Figure 1. Close-up of the layout.
Region (36, 57) to (66, 87) µm. Cells in gray, sequential cells in the stronger gray; small squares are vias.
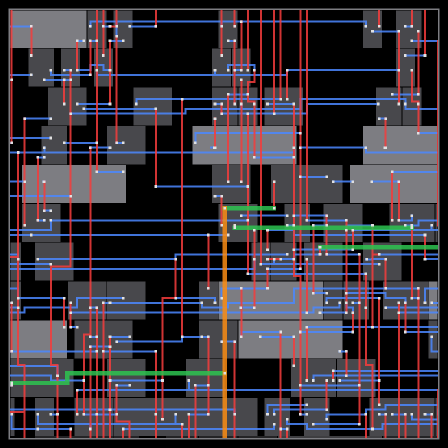
Figure 2. Met1 routing.
Scale: 4 px per µm. Supply wires on this layer in gray.
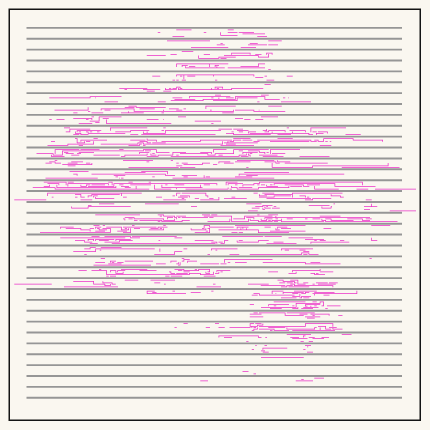
Figure 3. Congestion heat map.
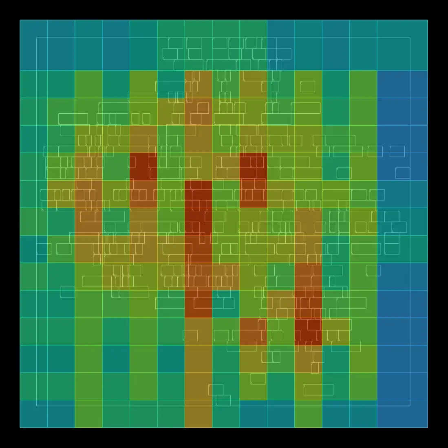
Figure 4. Gate-type map.
Scale: 4 px per µm.
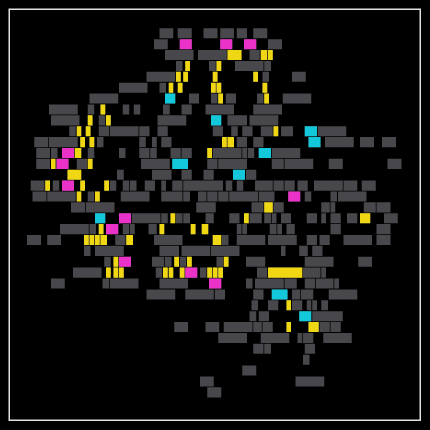
Figure 5. Metal layers overlaid.
Scale: 4 px per µm. Two of the layers only.
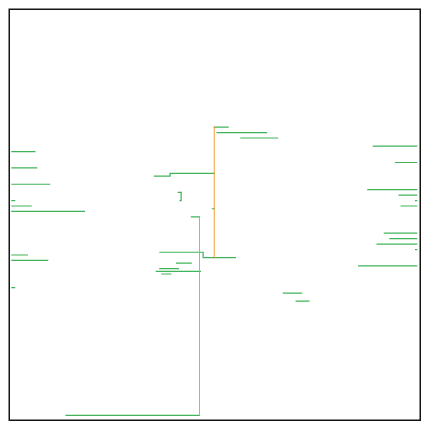
## config.mk

```make
export PLATFORM = sky130hd
export DESIGN_NAME = analog_switch_seq
export DESIGN_NICKNAME = d
export VERILOG_FILES = /design/src/rtl/analog_switch_seq.sv
export SDC_FILE = /design/constraint.sdc
export NUM_CORES = 1
export LEC_CHECK = 0
export CAP_MARGIN = 20
export CORE_MARGIN = 4
export CORE_UTILIZATION = 25
export CTS_CLUSTER_SIZE = 12
export DETAILED_ROUTE_END_ITERATION = 12
export PLACE_DENSITY = 0.54
export SYNTH_ARGS = -nofsm -noshare
export SYNTH_HDL_FRONTEND = slang
export SYNTH_SLANG_ARGS = --single-unit
```

## constraint.sdc

```tcl
create_clock -name clk_i -period 2.6 [get_ports clk_i]
set_input_delay 0.65 -clock clk_i [delete_from_list [all_inputs] [get_ports clk_i]]
set_output_delay 0.65 -clock clk_i [all_outputs]
set_load 0.03 [all_outputs]
```

## src/rtl/analog_switch_seq.sv

```systemverilog
// rtl/analog_switch_seq.sv - break-before-make sequencer for the per-channel analog switch drives
module analog_switch_seq #(
    parameter int N_CH       = 4,
    parameter int BBM_CYC    = 8,
    parameter int SETTLE_CYC = 64
) (
    input  logic            clk_i,
    input  logic            rst_i,
    input  logic [N_CH-1:0] pud_sel_i,
    input  logic [N_CH-2:0] tr_sel_i,
    input  logic [N_CH-1:0] lp_sel_i,
    input  logic            cfg_valid_i,
    output logic            cfg_ready_o,
    input  logic            force_safe_i,
    output logic            busy_o,
    output logic            done_o,
    output logic [N_CH:0]   pud_ctr_o,
    output logic [N_CH-2:0] tr_ctr_o,
    output logic [N_CH-1:0] lph_ctr_o,
    output logic [N_CH-1:0] lpl_ctr_o
);
    localparam int MAX_CYC = (BBM_CYC > SETTLE_CYC) ? BBM_CYC : SETTLE_CYC;
    localparam int CNT_W   = $clog2(MAX_CYC + 1);
    localparam logic [CNT_W-1:0] BBM_LOAD    = CNT_W'(BBM_CYC);
    localparam logic [CNT_W-1:0] SETTLE_LOAD = CNT_W'(SETTLE_CYC);
    localparam logic [CNT_W-1:0] CNT_ONE     = CNT_W'(1);

    typedef enum logic [2:0] {IDLE, BREAK, MAKE, SETTLE, DONE} state_t;

    state_t           state_q, state_d;
    logic [CNT_W-1:0] cnt_q, cnt_d;
    logic [N_CH-1:0]  app_pud, app_lp, pend_pud, pend_lp;
    logic [N_CH-2:0]  app_tr, pend_tr;
    logic [N_CH-1:0]  chg_mask;
    logic [N_CH-1:0]  brk_pud, brk_lp;
    logic [N_CH-2:0]  brk_tr;
    logic             accept;
    logic             make_now;

    // A channel is "changed" if any of its switches differs from what is applied now
    assign chg_mask = (pud_sel_i ^ app_pud) | (lp_sel_i ^ app_lp) | {1'b0, tr_sel_i ^ app_tr};
    assign brk_pud  = app_pud & ~chg_mask;
    assign brk_lp   = app_lp & ~chg_mask;
    assign brk_tr   = app_tr & ~chg_mask[N_CH-2:0];

    assign accept   = cfg_valid_i & cfg_ready_o & ~force_safe_i;
    assign make_now = (state_q == BREAK) && (cnt_q == CNT_ONE);

    always_comb begin
        state_d = state_q;
        cnt_d   = cnt_q;
        case (state_q)
            IDLE, DONE: begin
                state_d = IDLE;
                if (accept) begin
                    if (|chg_mask) begin
                        state_d = BREAK;
                        cnt_d   = BBM_LOAD;
                    end else begin
                        state_d = DONE;
                    end
                end
            end
            BREAK: begin
                if (cnt_q == CNT_ONE) state_d = MAKE;
                else                  cnt_d   = cnt_q - CNT_ONE;
            end
            MAKE: begin
                state_d = SETTLE;
                cnt_d   = SETTLE_LOAD;
            end
            SETTLE: begin
                if (cnt_q == CNT_ONE) state_d = DONE;
                else                  cnt_d   = cnt_q - CNT_ONE;
            end
            default: state_d = IDLE;
        endcase
        if (force_safe_i) begin
            state_d = IDLE;
            cnt_d   = '0;
        end
    end

    always_ff @(posedge clk_i) begin
        if (rst_i) begin
            state_q     <= IDLE;
            cnt_q       <= '0;
            app_pud     <= '0;
            app_tr      <= '0;
            app_lp      <= '0;
            pend_pud    <= '0;
            pend_tr     <= '0;
            pend_lp     <= '0;
            cfg_ready_o <= 1'b1;
            busy_o      <= 1'b0;
            done_o      <= 1'b0;
            pud_ctr_o   <= '0;
            tr_ctr_o    <= '0;
            lph_ctr_o   <= '0;
            lpl_ctr_o   <= '1;
        end else begin
            state_q     <= state_d;
            cnt_q       <= cnt_d;
            cfg_ready_o <= ~force_safe_i & ((state_d == IDLE) || (state_d == DONE));
            busy_o      <= state_d inside {BREAK, MAKE, SETTLE};
            done_o      <= (state_d == DONE);
            if (force_safe_i) begin
                app_pud   <= '0;
                app_tr    <= '0;
                app_lp    <= '0;
                pend_pud  <= '0;
                pend_tr   <= '0;
                pend_lp   <= '0;
                pud_ctr_o <= '0;
                tr_ctr_o  <= '0;
                lph_ctr_o <= '0;
                lpl_ctr_o <= '1;
            end else if (accept) begin
                pend_pud <= pud_sel_i;
                pend_tr  <= tr_sel_i;
                pend_lp  <= lp_sel_i;
                // Changed channels open to safe; unchanged ones keep their applied drive
                if (|chg_mask) begin
                    pud_ctr_o <= {brk_pud[N_CH-1], brk_pud};
                    tr_ctr_o  <= brk_tr;
                    lph_ctr_o <= brk_lp;
                    lpl_ctr_o <= ~brk_lp;
                end
            end else if (make_now) begin
                app_pud   <= pend_pud;
                app_tr    <= pend_tr;
                app_lp    <= pend_lp;
                pud_ctr_o <= {pend_pud[N_CH-1], pend_pud};
                tr_ctr_o  <= pend_tr;
                lph_ctr_o <= pend_lp;
                lpl_ctr_o <= ~pend_lp;
            end
        end
    end
endmodule

```

==> results_slide.txt <==
Physical Implementation Snapshot

Run status
  – Status: complete, no violations

Clocking
  – Clock transition at the registers of the reported paths: 90 ps
  – Root Buffer: clkbuf_8
  – Max clock buf depth: 2
  – CTS sink count: 50
  – CTS Buf Count: 5
  – CTS tree: done
  – Post CTS Setup Buffer Count: 0
  – CTS hold repair buffers: 0
  – Worst-Skew Late Latency: 300 ps
  – Depth of the CTS H-tree: 2
  – Resize count post-CTS: 0

Die
  – Die x size: 102 µm
  – Die Y: 102 µm
  – Core ar.: 8680 µm²
  – Fp_density: 25.7%
  – Number of cell rows: 34
  – Die area: 10500 µm²
  – Ports: 34

Layout
  – Fin util: 34.5%
  – Top register by number of flip-flops: cnt_q
  – Most frequent logic cells in the routed design: nand2_1, dfxtp_1, buf_4
  – Design area: 3000 µm²
  – Antenna cells: 0
  – Largest register FFs: 7
  – Area growth syn-to-layout: 34.5%
  – FILL cells: 938

Timing
  – Setup TNS: 0 ps
  – Fin crit share: 94.4%
  – Rel. slew slack: 49.1%
  – Fin. max-slew vios: 0
  – Hold Fails Final Rpt: 0
  – RSZ-0062 raised after global routing: no
  – Final setup fails: 0
  – Slew @ Worst Pin: 764 ps
  – Tmin final: 2450 ps
  – Max frequency: 408 MHz
  – Final WS setup: 147 ps
  – Worst hold slack: 455 ps
  – Clock skew: 14.0 ps

Logic synthesis
  – Simple share: 23.9%
  – Top-area cell share: 44.9%
  – Top_reg_cell synth: dfxtp_1
  – Mapped Cells: 263
  – Net Count, Synth: 280
  – Fraction of registers with async set/reset: 0%
  – Xor/xnor cell area share of the yosys netlist: 4.72%
  – Syn Area/Cell: 8.47 µm²
  – Post-synth top cells: nand2_1, dfxtp_1, a21oi_1
  – Most frequent cell after synthesis: nand2_1
  – Mapped Area: 2230 µm²
  – #FFs+latches synth: 50
  – Largest cells by area: dfxtp_1, nand2_1, a21oi_1
  – EDFF count, synth: 0
  – Dominant comb cell: simple AND/OR/NAND/NOR gates
  – Multiplexer share: 0%
  – Yosys aoi share: 21.3%
  – Adder Area Share: 1.12%
  – YS chip area: 2230 µm²
  – Ys Warns: 0
  – Area leader, netlist: dfxtp_1
  – Cell Type Count: 48
  – Post-synth seq share: 44.9%
  – Yosys cell count: 263

Critical path
  – CP dominant cell by count: buf_4
  – Critical Path Fanout Max: 6
  – Crit-path slowest cell: clkdlybuf4s50_1
  – Crit path from: tr_sel_i[1]
  – R2r worst-path depth: 5
  – CP Class: input port to flip-flop
  – WP data required: 2850 ps
  – Crit path cell chain: clkdlybuf4s50_1 -> xnor2_1 -> nand3_2 -> buf_4 -> nor4_1 -> buf_4 -> or2_0 -> o221a_2
  – Setup crit end kind: flip-flop
  – Reg2reg setup slack: 400 ps
  – Critical path buffers and inverters: 3
  – Critical path depth in cells: 8
  – Critical R2R Launch: cnt_q[2]$_SDFFE_PP0P_
  – Crit path largest cell delay: 440 ps
  – CP delay by family, top: buffers and inverters
  – Critical path arrival: 2700 ps
  – CP Launch Type: input port

Place
  – Setup WS pre-CTS: -194 ps
  – Detail Placement HPWL: 4500 µm
  – Dpl cell area: 2890 µm²
  – Placed cells: 423
  – PortBufs: 33
  – Routability cong.: 0.808

Drt
  – DRT iter0 DRCs: 88
  – ANT nets after route: 0
  – DR pass1 iterations: 4
  – Vias per Instance: 4.83
  – # DRC: 0

Hold path
  – Hold depth: 2
  – Hold Crit Start: pend_pud[2]$_SDFFE_PP0N_
  – Hold Crit Class: flip-flop to flip-flop

Pwr
  – Seq group: 796 µW
  – Switching power of the nets: 387 µW
  – Int Pwr: 1.07 mW
  – P_comb: 215 µW
  – Top pwr grp: sequential cells
  – Power share of the combinational group: 14.7%
  – Worst vdd ir: 0.210 mV
  – Leak: 1.04 nW
  – Clock network power share: 30.8%
  – Net switching fraction of the power: 26.5%
  – Sequential share of power: 54.5%
  – Clk power: 451 µW
  – PD cells: 488 nW/µm²
  – Power consumption: 1.46 mW

Global route
  – Gr ovfl total: 0
  – Largest net degree at the start of global routing: 21
  – Vias in the first global route: 2024
  – Initial antenna violation count: 0
  – First-pass GRT wire length: 10000 µm

Flow run
  – OpenROAD warning count: 27
  – MaxCap Viol Count: 0
Notes on Figure 1 above:
| color | layer |
|---|---|
| green | met3 |
| red | met2 |
| blue | met1 |
| orange | met4 |
cells with their middle in the window: 60
netlist names of flops here include: tr_ctr_o (2)
most frequent: buf_4 (14), nand2_1 (13), dfxtp_1 (8)
sequential cells in the window: 8

Notes on Figure 2 above:
main direction: horizontal
wire length on this layer: 2980 µm
DR vias: 2083
WL final: 6030 µm
met1 global-route usage: 16.8%

Notes on Figure 3 above:
met3 Track Usage GR: 2.25%
busiest grt layer: met2
met2 usage: 19.0%

Notes on Figure 4 above:
| color | family | cells |
|---|---|---|
| cyan | AND-OR and OR-AND gates | 10 |
| magenta | XOR/XNOR gates | 12 |
| yellow | NAND gates | 67 |
most common logic cell in the routed design: nand2_1
combinational share of cell area: 38.9%
Cell Count, Final, Fillers Out: 431

Notes on Figure 5 above:
| color | layer | wire length |
|---|---|---|
| orange | met4 | 82.3 µm |
| green | met3 | 264 µm |
GRT Util Overall: 12.1%
WL/cell: 14.0 µm

metal layers:
layer / vias to the layer above / global-route usage (%) / wire (µm)
met5: - / 0 / 0
met3: 6 / 2.25 / 263
met1: 981 / 16.8 / 2980
met2: 45 / 19.0 / 2700
met4: 0 / 3.73 / 82
li1: 1051 / - / -
cell type report:
class	instances	area, µm²	share of cell area, %
multi-input cells	193	1160	38.9
flip-flops and latches	50	1000	33.4
repair buffers	68	593	19.8
well taps	108	135	4.51
clock buffers	6	72.6	2.42
inverters	4	15.0	0.501
clock inverters	2	13.8	0.459
worst paths after layout:
kind / end
setup / recovery: cnt_q[6]$_SDFFE_PP0P_
setup reg to reg: cnt_q[6]$_SDFFE_PP0P_
hold reg to reg: app_pud[2]$_SDFFE_PP0P_
hold / removal: app_pud[2]$_SDFFE_PP0P_
Power and IR drop assume default switching activity.
